**config.mk**
```make
export PLATFORM = sky130hd
export DESIGN_NAME = warp_sequencer
export DESIGN_NICKNAME = d
export VERILOG_FILES = /design/src/rtl/warp_pkg.sv /design/src/rtl/warp_sequencer_strobe_div.sv /design/src/rtl/warp_sequencer.sv
export SDC_FILE = /design/constraint.sdc
export NUM_CORES = 1
export LEC_CHECK = 0
export ABC_AREA = 1
export CAP_MARGIN = 10
export CELL_PAD_IN_SITES_DETAIL_PLACEMENT = 1
export CELL_PAD_IN_SITES_GLOBAL_PLACEMENT = 2
export CORE_ASPECT_RATIO = 1.5
export CORE_MARGIN = 10
export CORE_UTILIZATION = 36
export CTS_CLUSTER_SIZE = 20
export DETAILED_ROUTE_END_ITERATION = 6
export PLACE_DENSITY_LB_ADDON = 0.1
export SYNTH_ARGS = -nofsm -noshare
export SYNTH_HDL_FRONTEND = slang
export SYNTH_SLANG_ARGS = --single-unit
```
**constraint.sdc**
```tcl
create_clock -name i_clk -period 3.3 [get_ports i_clk]
set_clock_uncertainty 0.05 [all_clocks]
set_input_delay 0.495 -clock i_clk [delete_from_list [all_inputs] [get_ports i_clk]]
set_output_delay 0.495 -clock i_clk [all_outputs]
set_load 0.005 [all_outputs]
```
**src/rtl/warp_pkg.sv**
```systemverilog
// Shared types and widths for the warp jump sequencer.
package warp_pkg;

  localparam int DIV_W  = 4;
  localparam int STEP_W = 8;
  localparam int WARP_W = 12;

  typedef enum logic [1:0] {
    IDLE   = 2'd0,
    CHARGE = 2'd1,
    WARP   = 2'd2,
    COOL   = 2'd3
  } state_t;

endpackage

```
**src/rtl/warp_sequencer_strobe_div.sv**
```systemverilog
// Rate divider: passes every div-th counted frame as a one-cycle strobe.
module strobe_div
  import warp_pkg::*;
(
  input  logic             i_clk,
  input  logic             i_rst,
  input  logic             cf_i,
  input  logic [DIV_W-1:0] div_i,
  input  logic             div_changed_i,
  output logic             stb_o
);

  logic [DIV_W-1:0] pc_q, pc_d;
  logic             stb_q, stb_d;

  // The pulse decision uses the phase before any restart, so a frame that
  // changes the divider still emits its own strobe.
  always_comb begin
    pc_d  = pc_q;
    stb_d = cf_i && (pc_q == '0);
    if (div_changed_i) begin
      pc_d = '0;
    end else if (cf_i) begin
      pc_d = (pc_q == div_i - 4'd1) ? '0 : pc_q + 4'd1;
    end
  end

  always_ff @(posedge i_clk) begin
    if (i_rst) begin
      pc_q  <= '0;
      stb_q <= 1'b0;
    end else begin
      pc_q  <= pc_d;
      stb_q <= stb_d;
    end
  end

  assign stb_o = stb_q;

endmodule

```
**src/rtl/warp_sequencer.sv**
```systemverilog
// Jump sequencer for the lightspeed streaks: idle, ramp-up, warp, ramp-down.
module warp_sequencer
  import warp_pkg::*;
#(
  parameter int MAX_DIV     = 4,
  parameter int RAMP_STEP   = 16,
  parameter int WARP_FRAMES = 240
) (
  input  logic       i_clk,
  input  logic       i_rst,
  input  logic       i_ani_stb,
  input  logic       i_paused,
  input  logic       i_trigger,
  input  logic       i_abort,
  output logic       o_ani_stb,
  output logic       o_animate,
  output logic       o_light_rst,
  output logic [1:0] o_state,
  output logic       o_busy,
  output logic       o_done
);

  localparam logic [DIV_W-1:0]  MAX_DIV_C = DIV_W'(MAX_DIV);
  localparam logic [STEP_W-1:0] RAMP_LAST = STEP_W'(RAMP_STEP - 1);
  localparam logic [WARP_W-1:0] WARP_LAST = WARP_W'(WARP_FRAMES - 1);

  state_t            state_q, state_d;
  logic [DIV_W-1:0]  div_q, div_d;
  logic [STEP_W-1:0] sc_q, sc_d;
  logic [WARP_W-1:0] wc_q, wc_d;
  logic              busy_q, busy_d;
  logic              animate_q, animate_d;
  logic              light_rst_q, light_rst_d;
  logic              done_q, done_d;
  logic              start_jump, end_jump;
  logic              cf, div_changed;

  assign cf = i_ani_stb & ~i_paused;

  always_ff @(posedge i_clk) begin
    if (i_rst) begin
      state_q     <= IDLE;
      div_q       <= MAX_DIV_C;
      sc_q        <= '0;
      wc_q        <= '0;
      busy_q      <= 1'b0;
      animate_q   <= 1'b0;
      light_rst_q <= 1'b0;
      done_q      <= 1'b0;
    end else begin
      state_q     <= state_d;
      div_q       <= div_d;
      sc_q        <= sc_d;
      wc_q        <= wc_d;
      busy_q      <= busy_d;
      animate_q   <= animate_d;
      light_rst_q <= light_rst_d;
      done_q      <= done_d;
    end
  end

  // Abort is tested ahead of the frame handling so it beats a concurrent
  // frame-driven transition.
  always_comb begin
    state_d    = state_q;
    div_d      = div_q;
    sc_d       = sc_q;
    wc_d       = wc_q;
    start_jump = 1'b0;
    end_jump   = 1'b0;
    unique case (state_q)
      IDLE: begin
        div_d = MAX_DIV_C;
        if (i_trigger && !i_paused) begin
          state_d    = CHARGE;
          sc_d       = '0;
          start_jump = 1'b1;
        end
      end
      CHARGE: begin
        if (i_abort) begin
          state_d = COOL;
          sc_d    = '0;
        end else if (cf) begin
          if (sc_q == RAMP_LAST) begin
            sc_d  = '0;
            div_d = div_q - 4'd1;
            if (div_q == 4'd2) begin
              state_d = WARP;
              wc_d    = '0;
            end
          end else begin
            sc_d = sc_q + 8'd1;
          end
        end
      end
      WARP: begin
        if (i_abort) begin
          state_d = COOL;
          sc_d    = '0;
        end else if (cf) begin
          if (wc_q == WARP_LAST) begin
            state_d = COOL;
            sc_d    = '0;
          end else begin
            wc_d = wc_q + 12'd1;
          end
        end
      end
      COOL: begin
        if (cf) begin
          if (sc_q == RAMP_LAST) begin
            sc_d = '0;
            if (div_q < MAX_DIV_C) begin
              div_d = div_q + 4'd1;
            end else begin
              state_d  = IDLE;
              end_jump = 1'b1;
            end
          end else begin
            sc_d = sc_q + 8'd1;
          end
        end
      end
      default: state_d = IDLE;
    endcase
  end

  always_comb begin
    light_rst_d = start_jump | end_jump;
    done_d      = end_jump;
    busy_d      = (state_d != IDLE);
    animate_d   = (state_d != IDLE);
  end

  // A new jump restarts the strobe phase just like a divider step does.
  assign div_changed = (div_d != div_q) | start_jump;

  strobe_div u_strobe_div (
    .i_clk         (i_clk),
    .i_rst         (i_rst),
    .cf_i          (cf && (state_q != IDLE)),
    .div_i         (div_q),
    .div_changed_i (div_changed),
    .stb_o         (o_ani_stb)
  );

  assign o_animate   = animate_q;
  assign o_light_rst = light_rst_q;
  assign o_state     = state_q;
  assign o_busy      = busy_q;
  assign o_done      = done_q;

endmodule

```
Fig. 1: run 1, nets reached from selected ports
The bar under the picture is 20 um long.
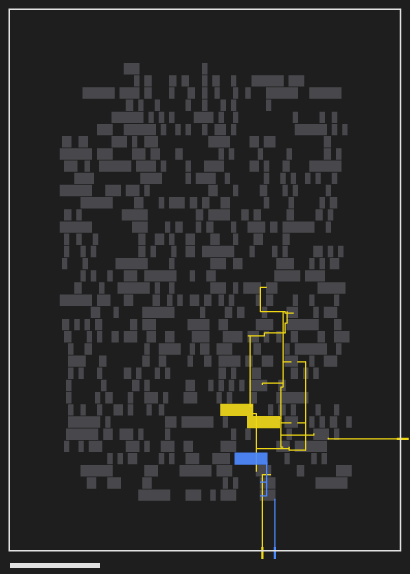
port	color	bits	direction	end cells	buffers	wire
o_busy	blue	1	output	1	1	21.3 um
o_state	yellow	2	output	2	2	176 um
IO buf count: 12
I/O pins: 13

Fig. 2: run 1, a small window of the routed layout
The bar under the picture is 10 um long. Window x 29 to 59, y 45 to 75 um. Cells in gray, sequential cells in the stronger gray; small squares are vias.
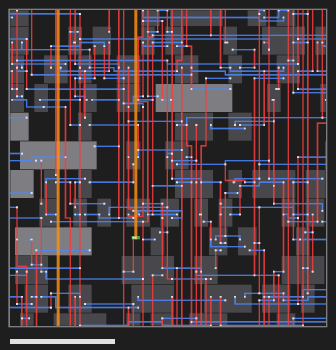
layer	color
M3	green
M4	orange
M2	red
M1	blue
most frequent	inv_1 (9), nand2_1 (6)
sequential cells in the window	3
netlist names of flops here include	div_q (2), wc_q (1)
cells with their middle in the window	60

Fig. 3: run 1, met1 routing
Supply wires on this layer in gray.
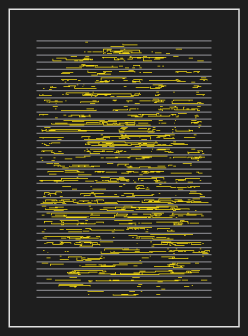
share of all routed wire	39%
longest straight run	31.3 um
nets with wire on the layer	354
routed via count: 2,270
met1 usage in global routing: 13.6%

Fig. 4: run 1, clock wiring as the flow saved it
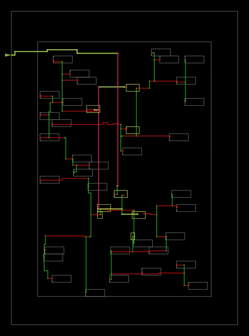
Clock group: 345 uW
CTS Sinks: 34
FF+latch count: 34
Latency at later pin: 0.30 ns
clock buffer count: 7

run 1: tightest hold or removal path, cell delays in order, from the launching register on:
cell and delay [ns]:
dfxtp_1 0.34, nand2_2 0.07, a21oi_2 0.05
run 1: worst max-delay path by stage:
stage	startpoint	endpoint	slack, ns	depth (start not counted)
finish	sc_q[0]$_SDFFE_PP0P_	wc_q[5]$_SDFFE_PP0P_	1.18	10
global route	wc_q[0]$_SDFFE_PP0P_	sc_q[5]$_SDFFE_PP0P_	1.0	12
CTS	sc_q[0]$_SDFFE_PP0P_	wc_q[5]$_SDFFE_PP0P_	1.14	10
detailed placement	i_ani_stb	sc_q[5]$_SDFFE_PP0P_	0.98	10
global placement	i_ani_stb	sc_q[5]$_SDFFE_PP0P_	0.97	10
floorplan	sc_q[0]$_SDFFE_PP0P_	wc_q[5]$_SDFFE_PP0P_	1.65	10
run 1: power by group through the flow:
| stage | logic, mW | registers (mW) | clock network [mW] |
|---|---|---|---|
| 2_1_floorplan | 0.0920 | 0.435 | 0 |
| 3_5_place_dp | 0.132 | 0.438 | 0 |
| 5_1_grt | 0.147 | 0.430 | 0.369 |
| 4_1_cts | 0.133 | 0.429 | 0.355 |
| 3_3_place_gp | 0.132 | 0.438 | 0 |
| 6_report | 0.130 | 0.428 | 0.345 |
run 1: cell usage after synthesis, types with 6 or more instances:
cell,number,area (um^2)
a21oi_1,13,65.1
a21oi_2,6,52.6
dfxtp_1,34,681
ha_1,7,87.6
inv_1,41,154
inv_2,8,30.0
nand2_1,87,327
nand2_2,13,81.3
nand3_1,23,115
nand4_1,12,75.1
nor2_1,36,135
nor2_2,6,37.5
nor3_1,11,55.1
o21ai_0,9,45.0
xor2_1,8,70.1
==> Slide: Implementation Results, run 1 <==
Implementation Results

Routing
  – Final routed DRC violation total: 0
  – WL/cell: 15.4 um
  – Initial DRC count: 51
  – Metal3 WL: 113 um
  – DRT Pass-1 Iters: 4

Critical path
  – Buf/Inv on CP: 1
  – CP arrival: 2.27 ns
  – Reg-to-reg critical path startpoint: sc_q[0]$_SDFFE_PP0P_
  – Max stage delay on crit path: 0.43 ns
  – Reg2Reg Depth: 10
  – Crit Path Category: flip-flop to flip-flop
  – CP max stage cell: dfxtp_1
  – Crit path DRT: 3.45 ns
  – Setup crit start kind: flip-flop
  – CP max FO: 15

Hold path
  – Worst hold path class: flip-flop to flip-flop
  – Sink of the worst hold path: wc_q[10]$_SDFFE_PP0P_
  – Hold Startpoint: wc_q[10]$_SDFFE_PP0P_

Layout
  – Clock network area share: 3.39%
  – Top cell category: multi-input combinational cells
  – Largest register by flop count: wc_q
  – Max reg flops: 12
  – Layout cells sized above 1: 17.7%
  – Layout Cell Area excl Fill: 0.00269 mm^2
  – Fin cells: 448
  – Most common logic cells in the final layout: 87 x nand2_1, 41 x inv_1, 36 x nor2_1
  – Seq area share: 25.3%

Global routing
  – Largest net degree at the start of global routing: 16
  – First-pass GRT wire length: 11,600 um
  – Initial antenna violation count: 0
  – Vias in the first global route: 2,441
  – Met3 GRT Util: 1.95%

Clocking
  – Longest Clk Path Bufs: 2
  – Post-CTS Setup Bufs: 0
  – Clock root buffer: clkbuf_8
  – Total CTS buffers: 5

Run status
  – Run status: complete, no violations

Floorplan
  – N_taps: 76
  – Die H: 121 um
  – Die width: 87.0 um
  – Die area: 0.0105 mm^2

Power and ir drop
  – Reg power frac: 47.4%
  – Psw: 272 uW
  – Int Pwr: 631 uW
  – Power density over cell area: 335 mW/mm^2

Logic synthesis
  – Xor/xnor share: 4.33%
  – EDFF count, synth: 0
  – Synth flops: 34
  – Comb area leader: simple AND/OR/NAND/NOR gates
  – Cell Area, Synth: 0.00243 mm^2
  – And+or+nand+nor area frac: 43.5%
  – Post-synth ARST share: 0%
  – Adders+Majority by Area: 3.61%

Timing
  – Setup slack after layout: 1.18 ns
  – Final worst path period need: 2.12 ns
  – Final slew viol count: 0

Placed design
  – DP Cell Count: 440
  – DP Area: 0.00260 mm^2

Flow run
  – Tool warning count: 29
==> run 2: changes to the inputs <==
--- a/config.mk
+++ b/config.mk
@@ -11,7 +11,7 @@
 export CELL_PAD_IN_SITES_GLOBAL_PLACEMENT = 2
 export CORE_ASPECT_RATIO = 1.5
 export CORE_MARGIN = 10
-export CORE_UTILIZATION = 36
+export CORE_UTILIZATION = 34
 export CTS_CLUSTER_SIZE = 20
 export DETAILED_ROUTE_END_ITERATION = 6
 export PLACE_DENSITY_LB_ADDON = 0.1
==> constraint.sdc (replaced) <==
create_clock -name i_clk -period 2 [get_ports i_clk]
set_clock_uncertainty 0.05 [all_clocks]
set_input_delay 0.3 -clock i_clk [delete_from_list [all_inputs] [get_ports i_clk]]
set_output_delay 0.3 -clock i_clk [all_outputs]
set_load 0.005 [all_outputs]
Fig. 5: run 2, met4 routing
Supply wires on this layer in gray.
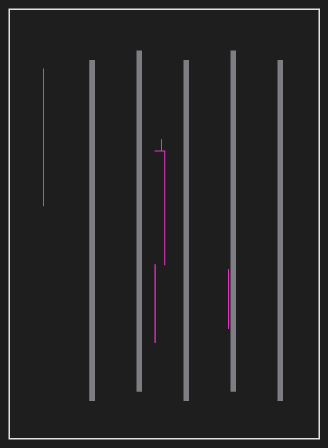
wire length on this layer	118 um
main direction	vertical
nets with wire on the layer	3
routed via count: 2,346
drt total wl: 7090 um

==> Slide: Implementation Results, run 2 <==
Implementation Results

Global routing
  – Vias in the first global route: 2,505 (was 2,441)
  – First-pass GRT wire length: 12,100 um (was 11,600 um)
  – Largest net degree at the start of global routing: 11 (was 16)
  – Met1 usage in global routing: 13.5% (was 13.6%)
  – Met3 GRT Util: 2.24% (was 1.95%)
  – Initial antenna violation count: 0 (unchanged)

Critical path
  – Reg-to-reg critical path startpoint: div_q[0]$_SDFF_PP0_ (was sc_q[0]$_SDFFE_PP0P_)
  – Setup crit start kind: flip-flop (unchanged)
  – Crit path depth: 1 (was 10)
  – Crit path DRT: 1.65 ns (was 3.45 ns)
  – CP max FO: 9 (was 15)
  – Crit Path Category: flip-flop to primary output (was flip-flop to flip-flop)
  – Max stage delay on crit path: 0.60 ns (was 0.43 ns)
  – CP max stage cell: clkdlybuf4s50_1 (was dfxtp_1)
  – CP arrival: 1.49 ns (was 2.27 ns)

Hold path
  – Worst hold path class: flip-flop to flip-flop (unchanged)
  – Hold Startpoint: wc_q[3]$_SDFFE_PP0P_ (was wc_q[10]$_SDFFE_PP0P_)

Clocking
  – CTS Sinks: 34 (unchanged)
  – Total CTS buffers: 5 (unchanged)
  – Longest Clk Path Bufs: 2 (unchanged)
  – Clock root buffer: clkbuf_8 (unchanged)

Logic synthesis
  – Synth top cell by count: nand2_1 (unchanged)
  – EDFF count, synth: 0 (unchanged)
  – Synth flops: 34 (unchanged)
  – Post-synth ARST share: 0% (unchanged)
  – Most frequent cells after synthesis: 87 x nand2_1, 41 x inv_1, 36 x nor2_1 (unchanged)
  – Max-area cell share: 28.1% (unchanged)

Timing
  – Final slew viol count: 0 (unchanged)

Floorplan
  – Die H: 123 um (was 121 um)
  – I/O pins: 13 (unchanged)
  – Die area: 0.0110 mm^2 (was 0.0105 mm^2)

Layout
  – Largest register by flop count: wc_q (unchanged)
  – Fin cells: 473 (was 448)
  – Max reg flops: 12 (unchanged)
  – Most common logic cells in the final layout: 87 x nand2_1, 41 x inv_1, 36 x nor2_1 (unchanged)

Flow run
  – Tool warning count: 29 (unchanged)

Routing
  – Final routed DRC violation total: 0 (unchanged)
  – Initial DRC count: 52 (was 51)

Power and ir drop
  – Int Pwr: 1.13 mW (was 631 uW)
  – Psw: 442 uW (was 272 uW)
  – P_comb: 243 uW (was 130 uW)
  – Top pwr grp: sequential cells (unchanged)
  – Sequential group power: 705 uW (was 428 uW)
  – Clock group: 625 uW (was 345 uW)

Placed design
  – DP Cell Count: 465 (was 440)
  – IO buf count: 12 (unchanged)

Run status
  – Run status: complete, no violations (unchanged)
## run 2: cell counts after synthesis
Identical to the previous run, type by type.
## run 2: final cells by class
class                           instances  share of cell area [%]
Timing Repair Buffer                   38                    10.9
Multi-Input combinational cell        265                    51.9
Clock buffer                            8                    3.80
Sequential cell                        34                    23.5
Inverter                               50                    6.56
Tap cell                               78                    3.36
## run 2: metrics by stage
stage | power [mW] | area [um^2] | hold slack (ns) | setup WS, ns
global route | 1.65 | 2900 | 0.473 | -0.000258
floorplan | 0.869 | 2430 | 0.413 | 0.350
finish | 1.57 | 2900 | 0.443 | 0.159
detailed placement | 0.967 | 2780 | 0.433 | -0.00993
global placement | 0.965 | 2780 | 0.425 | 0.0359
CTS | 1.60 | 2890 | 0.444 | 0.130
## run 2: worst max path at each step
stage	start	end
6_report	o_state[0]$_SDFF_PP0_	o_state[0]
5_1_grt	div_q[0]$_SDFF_PP0_	wc_q[5]$_SDFFE_PP0P_
4_1_cts	o_state[0]$_SDFF_PP0_	o_state[0]
3_5_place_dp	i_ani_stb	sc_q[4]$_SDFFE_PP0P_
3_3_place_gp	i_abort	u_strobe_div.pc_q[2]$_SDFFE_PP0P_
2_1_floorplan	sc_q[0]$_SDFFE_PP0P_	wc_q[5]$_SDFFE_PP0P_
## run 2: timing repair
action	CTS	global route
resized	0	1
hold buffers	0	0
endpoints found under the setup margin	0	1
## run 2: logic make-up (layout without fill, tap and decap cells)
| family | Yosys count | count (layout) | synth area share [%] |
|---|---|---|---|
| xor+xnor | 12 | 12 | 4.33 |
| buf+inv | 58 | 96 | 10.4 |
| compound gates | 37 | 37 | 10.2 |
| flops | 34 | 34 | 28.1 |
| simple gates | 209 | 209 | 43.5 |
| fa+ha+maj | 7 | 7 | 3.61 |
==> run 3: changes to the inputs <==
--- a/config.mk
+++ b/config.mk
@@ -15,6 +15,7 @@
 export CTS_CLUSTER_SIZE = 20
 export DETAILED_ROUTE_END_ITERATION = 6
 export PLACE_DENSITY_LB_ADDON = 0.1
+export RECOVER_POWER = 50
 export SYNTH_ARGS = -nofsm -noshare
 export SYNTH_HDL_FRONTEND = slang
 export SYNTH_SLANG_ARGS = --single-unit
Fig. 6: run 3, routed metal, one color a layer
Two of the layers only.
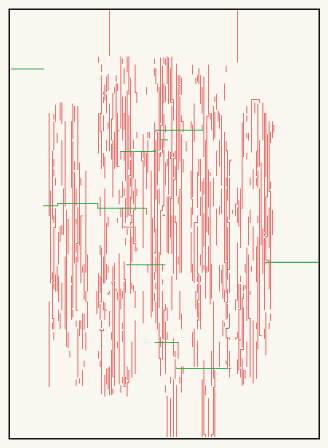
layer	color	wire length
M3	green	114 um
M2	red	4,290 um
GRT Total Usage: 14.2%
routed via count: 2,343
drt total wl: 7100 um
WL/cell: 15.0 um

==> Slide: Implementation Results, run 3 <==
Implementation Results

Floorplan
  – Die H: 123 um (unchanged)
  – I/O pins: 13 (unchanged)
  – Die area: 0.0110 mm^2 (unchanged)
  – Die width: 89.0 um (unchanged)

Power and ir drop
  – Clock group: 625 uW (about the same)
  – Power density over cell area: 543 mW/mm^2 (about the same)
  – P_comb: 239 uW (was 243 uW)
  – Top pwr grp: sequential cells (unchanged)
  – Int Pwr: 1.13 mW (about the same)
  – Sequential group power: 705 uW (about the same)
  – Psw: 441 uW (was 442 uW)
  – Reg power frac: 44.9% (was 44.8%)

Layout
  – Layout Cell Area excl Fill: 0.00289 mm^2 (was 0.00290 mm^2)
  – Largest register by flop count: wc_q (unchanged)
  – Max reg flops: 12 (unchanged)
  – Layout cells sized above 1: 22.3% (was 23.0%)
  – Fin nets: 407 (unchanged)
  – Most common logic cells in the final layout: 88 x nand2_1, 41 x inv_1, 37 x nor2_1 (was 87 x nand2_1, 41 x inv_1, 36 x nor2_1)

Clocking
  – CTS Sinks: 34 (unchanged)
  – Longest Clk Path Bufs: 2 (unchanged)
  – Total CTS buffers: 5 (unchanged)
  – H-tree levels: 2 (unchanged)
  – Hold-fix buffers, CTS: 0 (unchanged)
  – Clock root buffer: clkbuf_8 (unchanged)
  – Latency at later pin: 0.30 ns (about the same)

Critical path
  – Reg2Reg Depth: 10 (unchanged)
  – Crit path DRT: 1.65 ns (about the same)
  – CP arrival: 1.56 ns (was 1.49 ns)
  – Crit Path Category: flip-flop to primary output (unchanged)
  – CP max FO: 5 (was 9)
  – Reg-to-reg critical path startpoint: div_q[0]$_SDFF_PP0_ (unchanged)

Timing
  – Rel. slew slack: 70.1% (was 70.6%)
  – Final worst path period need: 1.91 ns (was 1.84 ns)
  – Final hold slack: 0.443 ns (about the same)
  – Setup tns final: 0 ns (unchanged)
  – Final slew viol count: 0 (unchanged)
  – Setup slack after layout: 0.0937 ns (was 0.159 ns)

Routing
  – Metal3 WL: 114 um (unchanged)
  – DRT Pass-1 Iters: 4 (unchanged)
  – Initial DRC count: 54 (was 52)
  – Final routed DRC violation total: 0 (unchanged)

Placed design
  – Final Wtd Congestion: 0.812 (unchanged)
  – IO buf count: 12 (unchanged)
  – DP Area: 0.00278 mm^2 (unchanged)

Global routing
  – Met1 usage in global routing: 13.5% (unchanged)
  – Vias in the first global route: 2,505 (unchanged)
  – Largest net degree at the start of global routing: 11 (unchanged)
  – Met3 GRT Util: 2.24% (unchanged)
  – Initial antenna violation count: 0 (unchanged)
  – First-pass GRT wire length: 12,100 um (unchanged)

Logic synthesis
  – Post-synth ARST share: 0% (unchanged)
  – Adders+Majority by Area: 3.61% (unchanged)
  – Xor/xnor share: 4.33% (unchanged)
  – Synth flops: 34 (unchanged)
  – And+or+nand+nor area frac: 43.5% (unchanged)
  – EDFF count, synth: 0 (unchanged)
  – Synth top cell by count: nand2_1 (unchanged)
  – # Cells Yosys: 357 (unchanged)
  – Cell area leaders: dfxtp_1 28%, nand2_1 13%, inv_1 6.3% (unchanged)
  – Max-area cell share: 28.1% (unchanged)
  – Yosys aoi share: 10.2% (unchanged)
  – Most frequent cells after synthesis: 87 x nand2_1, 41 x inv_1, 36 x nor2_1 (unchanged)
  – Mux frac, synth: 0% (unchanged)
  – Yosys stat chip area: 0.00243 mm^2 (unchanged)
  – Post-synth top area cell: dfxtp_1 (unchanged)
  – Comb area leader: simple AND/OR/NAND/NOR gates (unchanged)

Hold path
  – Hold Startpoint: wc_q[3]$_SDFFE_PP0P_ (unchanged)

Run status
  – Run status: complete, no violations (unchanged)

Flow run
  – Tool warning count: 29 (unchanged)
[run 3: worst max path at each step]
stage	slack (ns)	to	startpoint	depth (start not counted)
floorplan	0.35	wc_q[5]$_SDFFE_PP0P_	sc_q[0]$_SDFFE_PP0P_	10
global placement	0.04	u_strobe_div.pc_q[2]$_SDFFE_PP0P_	i_abort	8
detailed placement	-0.01	sc_q[4]$_SDFFE_PP0P_	i_ani_stb	10
CTS	0.13	o_state[0]	o_state[0]$_SDFF_PP0_	1
global route	-0.0003	wc_q[5]$_SDFFE_PP0P_	div_q[0]$_SDFF_PP0_	12
finish	0.09	o_state[1]	o_state[1]$_SDFF_PP0_	2
[run 3: cells by family (layout without fill, tap and decap cells)]
family / Yosys count / in the layout
AND/OR/NAND/NOR: 209 / 209
XOR/XNOR: 12 / 12
adder cells (fa/ha/maj): 7 / 7
buffers and inverters: 58 / 96
flip-flops: 34 / 34
AND-OR/OR-AND: 37 / 37
[run 3: final cells by class]
| type | count | area (um^2) | area share, % |
|---|---|---|---|
| multi-input cells | 265 | 1500 | 51.9 |
| flip-flops and latches | 34 | 681 | 23.5 |
| repair buffers | 38 | 312 | 10.8 |
| inverters | 50 | 190 | 6.58 |
| clock buffers | 8 | 110 | 3.81 |
| well taps | 78 | 97.6 | 3.38 |
[run 3: metrics by stage]
| step | util [%] | std cells |
|---|---|---|
| after floorplan | - | 357 |
| after global placement | 40.3 | 465 |
| after detailed placement | 40.3 | 465 |
| after CTS | 41.9 | 473 |
| after global routing | 41.9 | 473 |
| final | 41.9 | 473 |
[run 3: critical path, cell delays in order, from the launching register on]
cell             delay, ns
dfxtp_1               0.43
clkbuf_1              0.26
clkdlybuf4s50_1       0.57
Power and IR drop assume default switching activity.
